### src/rtl/onehot_enc_pipe.sv
// onehot_enc_pipe: registered one-hot-to-binary encoder with valid/ready flow control and a saturating error counter.
// Define ONEHOT_RR_EN for round-robin resolution of multi-hot words (default: lowest set bit wins).
module onehot_enc_pipe #(
    parameter int N = 4,
    parameter int CNT_W = 8,
    localparam int W = $clog2(N)
) (
    input  logic             clk,
    input  logic             rst_n,
    input  logic             in_valid,
    output logic             in_ready,
    input  logic [N-1:0]     in_data,
    output logic             out_valid,
    input  logic             out_ready,
    output logic [W-1:0]     out_idx,
    output logic             out_zero,
    output logic             out_multi,
    output logic [CNT_W-1:0] err_cnt
);
    logic             valid_q, zero_q, multi_q;
    logic [W-1:0]     idx_q, idx_d;
    logic [CNT_W-1:0] err_q;
    logic [N-1:0]     pick;
    logic             acc, zero_d, multi_d;

    assign in_ready = !valid_q || out_ready;
    assign acc      = in_valid && in_ready;
    assign zero_d   = in_data == '0;
    assign multi_d  = (in_data & (in_data - N'(1))) != '0;

`ifdef ONEHOT_RR_EN
    logic [W-1:0] last_q;
    logic [N-1:0] hi_mask;
    // Bits above the previous winner get first chance; otherwise wrap to the lowest set bit.
    always_comb begin
        hi_mask = '0;
        for (int i = 0; i < N; i++) hi_mask[i] = i > int'(last_q);
        pick = ((in_data & hi_mask) != '0) ? (in_data & hi_mask) : in_data;
    end
    always_ff @(posedge clk or negedge rst_n) begin
        if (!rst_n) last_q <= W'(N - 1);
        else if (acc && !zero_d) last_q <= idx_d;
    end
`else
    assign pick = in_data;
`endif

    always_comb begin
        idx_d = '0;
        for (int i = N - 1; i >= 0; i--) if (pick[i]) idx_d = W'(i);
    end

    always_ff @(posedge clk or negedge rst_n) begin
        if (!rst_n) begin
            valid_q <= 1'b0;
            idx_q   <= '0;
            zero_q  <= 1'b0;
            multi_q <= 1'b0;
            err_q   <= '0;
        end else begin
            if (acc) begin
                valid_q <= 1'b1;
                idx_q   <= idx_d;
                zero_q  <= zero_d;
                multi_q <= multi_d;
            end else if (out_ready) begin
                valid_q <= 1'b0;
            end
            if (acc && (zero_d || multi_d) && err_q != '1) err_q <= err_q + 1'b1;
        end
    end

    assign out_valid = valid_q;
    assign out_idx   = idx_q;
    assign out_zero  = zero_q;
    assign out_multi = multi_q;
    assign err_cnt   = err_q;
endmodule

### config.mk
export PLATFORM = sky130hd
export DESIGN_NAME = onehot_enc_pipe
export DESIGN_NICKNAME = d
export VERILOG_FILES = /design/src/rtl/onehot_enc_pipe.sv
export SDC_FILE = /design/constraint.sdc
export NUM_CORES = 1
export LEC_CHECK = 0
export CAP_MARGIN = 20
export CORE_MARGIN = 10
export CORE_UTILIZATION = 25
export DETAILED_ROUTE_END_ITERATION = 12
export PLACE_DENSITY_LB_ADDON = 0.1
export SLEW_MARGIN = 10
export SYNTH_ARGS = -nofsm -noshare
export SYNTH_HDL_FRONTEND = slang
export SYNTH_SLANG_ARGS = --single-unit
### constraint.sdc
create_clock -name clk -period 2.71 [get_ports clk]
set_input_delay 0.4065 -clock clk [delete_from_list [all_inputs] [get_ports clk]]
set_output_delay 0.4065 -clock clk [all_outputs]
set_load 0.01 [all_outputs]
==> deck_impl_summary.md, run 1 <==
Implementation Results

Clock network
  • Cts repair resizes: 0
  • TritonCTS Buffers: 3
  • Hold_buf cts: 0
  • Post-CTS Setup Repair Bufs: 0
  • Worst-path clk slew: 80 ps
  • Root buffer cell: clkbuf_4

STA
  • # setup viols final: 0
  • Final hold vios: 0
  • Cycle use final: 0.7537
  • Max_slew headroom: 0.5887
  • Hold slack final: 485.5 ps
  • Final Max Tran Viols: 0
  • Clk_skew: 2.533 ps
  • Post-route minimum period: 2042 ps
  • RSZ-0062 raised after global routing: no

Yosys
  • Yosys stat cell total: 60
  • Cell type with the largest total area: dfrtp_1
  • Mapped cell area: 653.1 um^2
  • Ys async rst share: 1.000
  • Syn Inst Count: 60
  • Top post-synthesis cells by count: dfrtp_1 (13), nand2_1 (6), xor2_1 (6), nand3_1 (4), nor3_1 (4)
  • Syn_area_per_cell: 10.89 um^2
  • Cell Type Count: 25
  • Mapped Nets: 69
  • Yosys warnings: 0
  • Post-synth area hogs: dfrtp_1 (50%), xor2_1 (8.0%), o311ai_4 (4.0%), xnor2_1 (4.0%), nand2_1 (3.4%)
  • Area leader share: 0.4981
  • Flops after synth: 13
  • Seq/Total Area, Yosys: 0.4981

Floorplan
  • Width of the die: 71.11 um
  • Rows: 18
  • Die Height: 71.11 um
  • Chip area: 5057 um^2

Setup path
  • Start point of the critical path: out_ready
  • Startpoint types: primary input
  • Crit path max fanout: 4
  • WP data required: 2300 ps
  • CP endpoint kind: primary output
  • RR Endpoint: err_cnt[1]
  • CP dominant cell by count: clkdlybuf4s50_1
  • Arrival time at the worst endpoint: 1640 ps
  • Capture point of the critical path: in_ready
  • Slowest cell on crit path: clkdlybuf4s50_1
  • R2r startpoint: err_cnt[0]
  • FF-to-FF path depth: 5
  • Crit-path cells: clkdlybuf4s50_1 -> nand2b_1 -> clkdlybuf4s50_1

Pwr
  • Internal power: 445.4 uW
  • Switching Share: 0.3396
  • Sequential share of power: 0.451
  • Net Sw Power: 229.0 uW
  • Clock share of power: 0.178
  • Peak supply drop: 0.3152 mV
  • Logic gate share of total power: 0.371
  • Power consumption: 674.5 uW
  • Pwr Density: 731.4 nW/um^2
  • Leakage: 0.3844 nW

Routing
  • Remaining DRCs: 0
  • Pre-antenna DRT Iters: 4
  • 1st-iter DRT viols: 19
  • DR vias/cell: 4.561

Layout
  • Filler cell count: 265
  • Most common logic cells in the final layout: clkdlybuf4s50_1 (21), dfrtp_1 (13), xor2_1 (6), nand2_1 (6)
  • Area growth syn-to-layout: 41.19%
  • Ant diodes: 0
  • Most used logic cell in the final layout: clkdlybuf4s50_1

Placement
  • Port Buf Inserts: 21
  • DP HPWL: 1.232 mm
  • GPL Wtd Cong: 0.7216

GRT
  • Largest net degree at the start of global routing: 14
  • Initial antenna violation count: 0
  • Vias in the first global route: 591
  • Total congestion overflow: 0
  • First-pass GRT wire length: 2.801 mm

Hold path
  • Hold Crit Endpoint: out_zero
  • Min-delay src: out_zero
  • Worst hold stages: 2

Outcome
  • Status: complete, no violations

Flow run
  • OpenROAD warning count: 26
[run 1: layout make-up]
type | instances | area, um^2 | share of cell area
inverter | 3 | 11.26 | 0.01221
tap | 30 | 37.54 | 0.04071
sequential | 13 | 325.3 | 0.3528
clock buffer | 4 | 26.28 | 0.02849
multi-input combinational | 43 | 311.5 | 0.3379
timing repair buffer | 21 | 210.2 | 0.2280
[run 1: registers in the layout, indices dropped and copies added, names as in the netlist]
name	count
out_multi	1
out_idx	2
out_valid	1
out_zero	1
err_cnt	8
[run 1: per-layer routing]
layer | track usage | routed length [um]
met1 | 0.07607 | 674
met2 | 0.1009 | 692
met3 | 0.04881 | 174
met4 | 0.01935 | 13
met5 | 0 | 0
[run 1: cells by family after synthesis]
kind of cell / Yosys count / synth area share
XOR/XNOR: 9 / 0.1207
AND/OR/NAND/NOR: 23 / 0.1782
adder cells (fa/ha/maj): 2 / 0.03448
flip-flops: 13 / 0.4981
multiplexers: 1 / 0.02298
AND-OR/OR-AND: 8 / 0.1207
buffers and inverters: 4 / 0.02490
[run 1: power groups by stage]
stage	combinational [mW]	sequential, mW	clock, mW
floorplan	0.0945	0.321	0
global placement	0.252	0.308	0
detailed placement	0.257	0.309	0
CTS	0.258	0.306	0.127
global route	0.275	0.319	0.140
finish	0.250	0.304	0.120
[run 1: stage by stage]
stage          std cells    util  setup slack, ps  cell area [um^2]
2_1_floorplan         60       -             1213             653.1
3_3_place_gp         110  0.3616            660.6             895.9
3_5_place_dp         110  0.3616            656.1             895.9
4_1_cts              114  0.3722            654.6             922.1
5_1_grt              114  0.3722            614.6             922.1
6_report             114  0.3722            667.6             922.1
[run 1: critical path, delay by kind of cell]
family / cells / cell delay, ps
buffers and inverters: 2 / 1030
and+or+nand+nor: 1 / 200
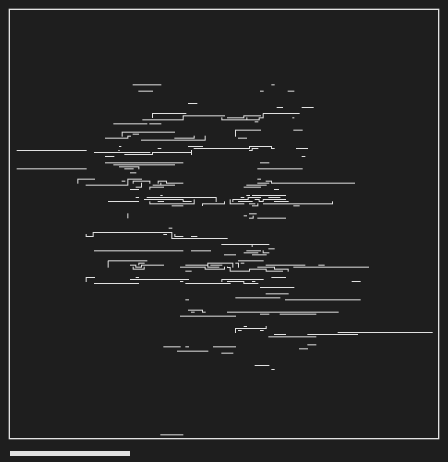
run_1/met1.png
Scale bar: 20 um.
longest straight run = 18.4 um
nets with wire on the layer = 80
main direction = horizontal
share of all routed wire = 43%
wire length on this layer = 674 um
GR Layer Usage met1: 0.07607
final wirelength: 1.554 mm
Vias: 520

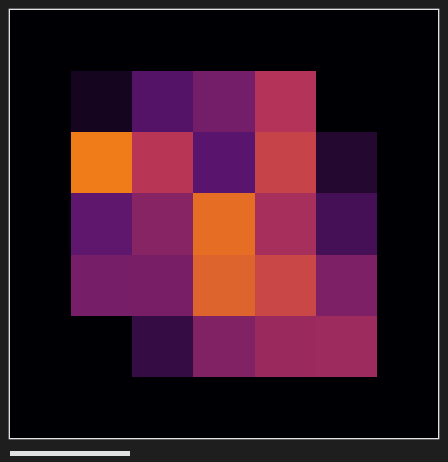
run_1/density.png
Scale bar: 20 um. The die is cut into 7 by 7 equal tiles; black is low, pale yellow is high, 0 to 100% covered.
nearly empty tiles = 53%
densest ninth of the die = centre
fullest tile = 70%
fp_density: 0.2636
Util after Layout: 0.3722
core footprint: 2477 um^2

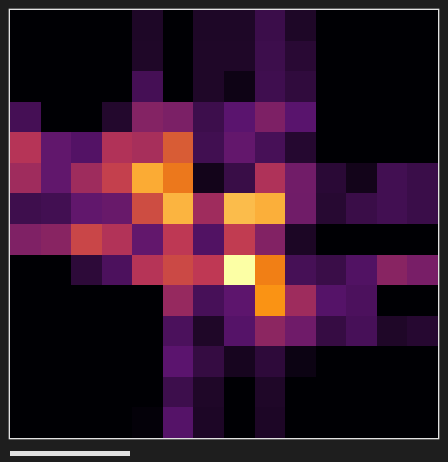
run_1/wire_density.png
Scale bar: 20 um. The die is cut into 14 by 14 equal tiles; black is low, pale yellow is high, scaled to the fullest tile. Values are wire area over tile area, all layers added.
tiles over half the peak = 8.2%
mean over tiles = 0.051
emptiest ninth of the die = south-west
densest ninth of the die = centre
fullest tile = 0.32
nearly empty tiles = 44%
WL per Instance: 13.63 um
gr usage total: 0.06809

==> run 2, diff against run 1 <==
==> constraint.sdc (replaced) <==
create_clock -name clk -period 2 [get_ports clk]
set_input_delay 0.3 -clock clk [delete_from_list [all_inputs] [get_ports clk]]
set_output_delay 0.3 -clock clk [all_outputs]
set_load 0.01 [all_outputs]
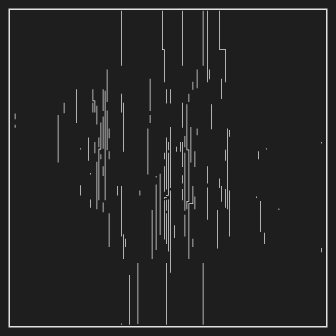
run_2/met2.png
wire length on this layer = 668 um
longest straight run = 24.5 um
share of all routed wire = 44%
nets with wire on the layer = 76
met2 usage: 0.09397
Vias: 513
final wirelength: 1.531 mm

==> run 2 against run 1 <==
  * Core utilization unchanged
  * Total power up 36%
  * Hold slack got worse by 88 ps
  * Clock power is 37% higher
  * Clock skew down 0.60 ps
  * Synthesized cell count unchanged
  * Global-route usage shrank 0.068 points
  * Via count shrank 1.3%
  * Sequential power is 37% higher
  * Critical path depth unchanged
  * Combinational power rose by 35%
  * Register-to-register slack lost 720 ps
==> deck_impl_summary.md, run 2 <==
Implementation Results

Setup path
  • FF-to-FF path depth: 5
  • Crit path max fanout: 4
  • RR Endpoint: err_cnt[1]
  • WP data required: 1700 ps
  • Arrival time at the worst endpoint: 1530 ps
  • CP endpoint kind: primary output
  • R2r startpoint: err_cnt[1]
  • Capture point of the critical path: in_ready

Layout
  • Ant diodes: 0
  • Post-route cell area: 922.1 um^2
  • Number of flip-flops in the largest register: 8
  • Comb area: 311.5 um^2
  • Finished Layout Cells: 114

Pwr
  • Peak supply drop: 0.4895 mV

Yosys
  • Seq/Total Area, Yosys: 0.4981
  • Cell Type Count: 25
  • Top post-synthesis cells by count: dfrtp_1 (13), nand2_1 (6), xor2_1 (6), nand3_1 (4), nor3_1 (4)
  • Area leader share: 0.4981
  • Cell type with the largest total area: dfrtp_1
  • Yosys stat cell total: 60

Floorplan
  • Chip area: 5057 um^2
  • Rows: 18

GRT
  • Total congestion overflow: 0
  • Vias in the first global route: 551

Placement
  • DP Area: 895.9 um^2
  • DP Worst Slack: 50.82 ps
  • Cell count after placement: 110
  • Port Buf Inserts: 21

Routing
  • Pre-antenna DRT Iters: 4
  • Met3 Routed Length: 140 um
  • WL per Instance: 13.43 um
  • Highest metal used: met4
  • Remaining DRCs: 0

Outcome
  • Status: complete, no violations

Flow run
  • OpenROAD warning count: 26

STA
  • Final hold vios: 0
==> run 2: cell counts in the layout (fill, tap and decap cells not counted) <==
No cell type changed its count.
==> run 2: through the flow <==
| step | hold slack [ps] | total power, mW |
|---|---|---|
| 2_1_floorplan | 4.409 | 0.5632 |
| 3_3_place_gp | 467.4 | 0.7583 |
| 3_5_place_dp | 468.7 | 0.7651 |
| 4_1_cts | 430.1 | 0.9361 |
| 5_1_grt | 424.1 | 0.9922 |
| 6_report | 397.7 | 0.9173 |
==> run 2: cells by family after synthesis <==
kind of cell               count (synthesis)  share of synthesized area
AOI/OAI and AO/OA                          8                     0.1207
xor gates and xnor gates                   9                     0.1207
adders and majority gates                  2                    0.03448
buffers and inverters                      4                    0.02490
DFF                                       13                     0.4981
muxes                                      1                    0.02298
and+or+nand+nor                           23                     0.1782
==> run 2: worst max-delay path, stage by stage <==
cell             delay, ps
clkdlybuf4s50_1        450
nand2b_1               200
clkdlybuf4s50_1        580
==> run 2: how the worst min path moves through the flow <==
stage	start	endpoint	slack [ps]	cells after the start
after global routing	rst_n	err_cnt[7]	420	1
after CTS	rst_n	err_cnt[7]	430	1
final	rst_n	err_cnt[7]	400	1
after detailed placement	out_zero	out_zero	470	2
after global placement	out_idx[0]	out_idx[0]	470	2
after floorplan	rst_n	err_cnt[0]	4	0
==> run 2: final cells by class <==
type                       instances  area share
multi-input combinational         43      0.3379
tap                               30     0.04071
inverter                           3     0.01221
sequential                        13      0.3528
timing repair buffer              21      0.2280
clock buffer                       4     0.02849
==> run 2: power by group <==
part	leakage, nW	total (mW)	switching (mW)	internal, mW
combinational	0.210	0.338	0.141	0.197
sequential	0.159	0.415	0.0861	0.329
clock	0.0150	0.165	0.0874	0.0772
total	0.384	0.917	0.314	0.603
Power is estimated from default activity; no workload was simulated.
